Figure 1. Wiring by layer.
Scale bar: 20 microns. Two of the layers only.
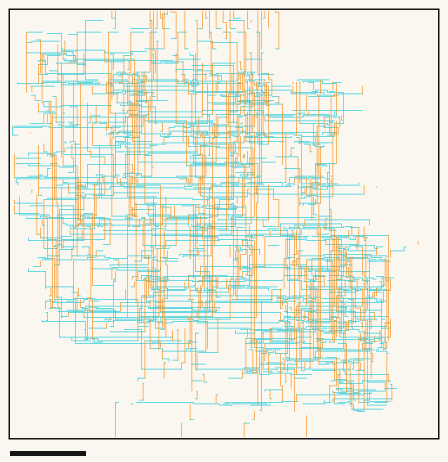
Figure 2. Power grid.
Scale bar: 20 microns. Pins as bars on the die edge.
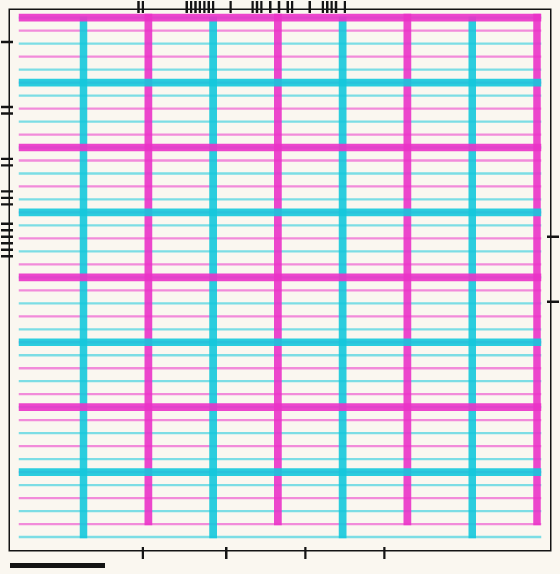
Figure 3. M3 wires.
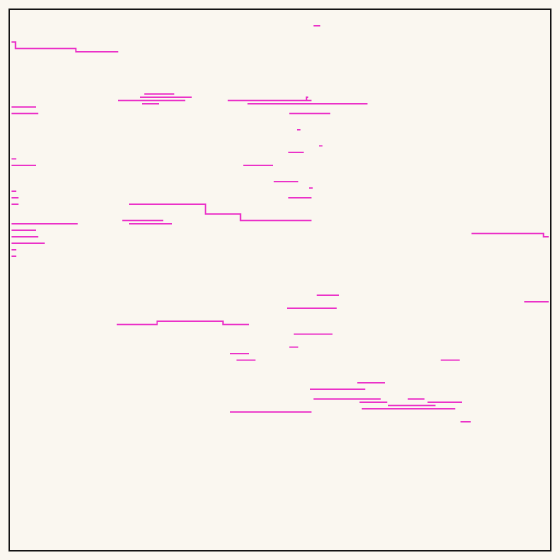
Design i2c_cfg_target, sky130hd; sources not shown.
==> out/results.tsv <==
stage	metric	value	unit
route	met2 routed WL	4970	microns
clock_tree	clock tree from TritonCTS	yes	
clock_tree	postcts setup bufs	0	
timing	fin crit share	48.4	%
clock_tree	CTS sink cnt	80	
synthesis	top area contributor share	40.0	%
place	Port Buf Inserts	42	
clock_tree	Worst-path clk slew	0.06	ns
timing	hold slack	0.395	ns
floorplanning	die area	12800	sq um
timing	final hold vios	0	
finish	Comb/total area	46.8	%
power_and_ir_drop	P_clk	0.554	mW
power_and_ir_drop	Clock power frac	47.4	%
power_and_ir_drop	NetSw	0.264	mW
timing	final setup vio count	0	
place	Placed Cells	623	
run_status	status	finished, final reports clean	
finish	Repair and plain buffers	44	
synthesis	cell type with the largest total area	dfxtp_1	
route	uppermost layer routed	met4	
synthesis	Floorplan Nets	477	
finish	non-clk buf share	9.07	%
global_route	GRT overflow	0	
finish	logic area	2220	sq um
min_path	Hold Crit Class	reg -> reg	
power_and_ir_drop	total power	1.17	mW
power_and_ir_drop	power density over cell area	246	nW/um^2
finish	Final Util	39.8	%
power_and_ir_drop	sequential power share	50.0	%
synthesis	Flops after synth	80	
floorplanning	FP Util	33.6	%
synthesis	area share of and/or/nand/nor cells after synthesis	23.9	%
worst_setup_path	CP Buf/Inv Count	0	
route	TritonRoute pass-1 iters	5	
synthesis	Seq/Total Area, Yosys	40.0	%
finish	Nets	497	
synthesis	Mapped Area	4000	sq um
route	detailed-route DRC error count	0	
power_and_ir_drop	Gate power share	2.6	%
synthesis	count leader, synth	dfxtp_1	
clock_tree	CTS Buffer Depth	2	
finish	Layout clock area frac	5.80	%
timing	fin crit period	2.68	ns
power_and_ir_drop	switching share of power	22.6	%
place	RePlAce Congestion	0.844	
floorplanning	chip width	113	microns
worst_setup_path	R2R Setup Slk	2.85	ns
worst_setup_path	CP startpoint kind	register	
floorplanning	Ports	43	
synthesis	Largest logic family	simple AND/OR/NAND/NOR gates	
job	maxcap violations	0	
global_route	first-pass GRT wire length	18200	microns
synthesis	number of enable flip-flop cells	0	
worst_setup_path	crit path capture type	register	
finish	layout cells sized above 1	8.33	%
timing	relative slew slack	31.8	%
timing	fin. max-slew vios	0	
finish	Top cell excl fill/tap	dfxtp_1	
worst_setup_path	reg2reg path depth	5	
job	Log Warnings	30	
global_route	antenna violations before repair	0	
synthesis	cell count after synthesis	467	
synthesis	area fraction in mux cells	10.4	%
finish	flop share of the area	33.7	%
route	post-route ant nets	0	
floorplanning	tapcells inserted	147	
synthesis	Synth cell types	64	
worst_setup_path	crit path DRT	5.73	ns
synthesis	yosys aoi share	18.7	%
timing	Max Freq	374	MHz
route	DRT met1 WL	5590	microns
clock_tree	# resized after CTS	0	
power_and_ir_drop	Leak Pwr	1.74	nW
worst_setup_path	worst-path cell chain	or4_4 -> nor4_4 -> and2_1 -> mux2i_1 -> nor2_1	
synthesis	Syn Area/Cell	8.57	sq um
finish	number of non-clock inverters in the layout	9	
finish	area grow syn2layout	18.6	%
timing	RSZ-0062 raised after global routing	no	
global_route	largest net degree at the start of global routing	70	
worst_setup_path	Crit path largest cell delay	0.74	ns
finish	multi-input gates	343	
-- Figure 1 (at the start) --
legend:
  metal 1:
    color: cyan
    wire_length: 5590 microns
  metal 2:
    color: orange
    wire_length: 4970 microns
per-cell routed wire length: 17.5 microns
vias post-DR: 3487

-- Figure 2 (at the start) --
legend:
  VDD:
    color: magenta
  VSS:
    color: cyan
met1 rails: 41
rows: 40
met5 straps: 8
met4 straps: 8
VDD IR-drop max: 127 uV
Core ar.: 11900 sq um

-- Figure 3 (at the start) --
share of all routed wire: 3.7%
longest straight run: 24.8 microns
GR Util met3: 3.70%
Post-Route WL: 11200 microns

No activity file was given, so power comes from the tool's default toggle rates.
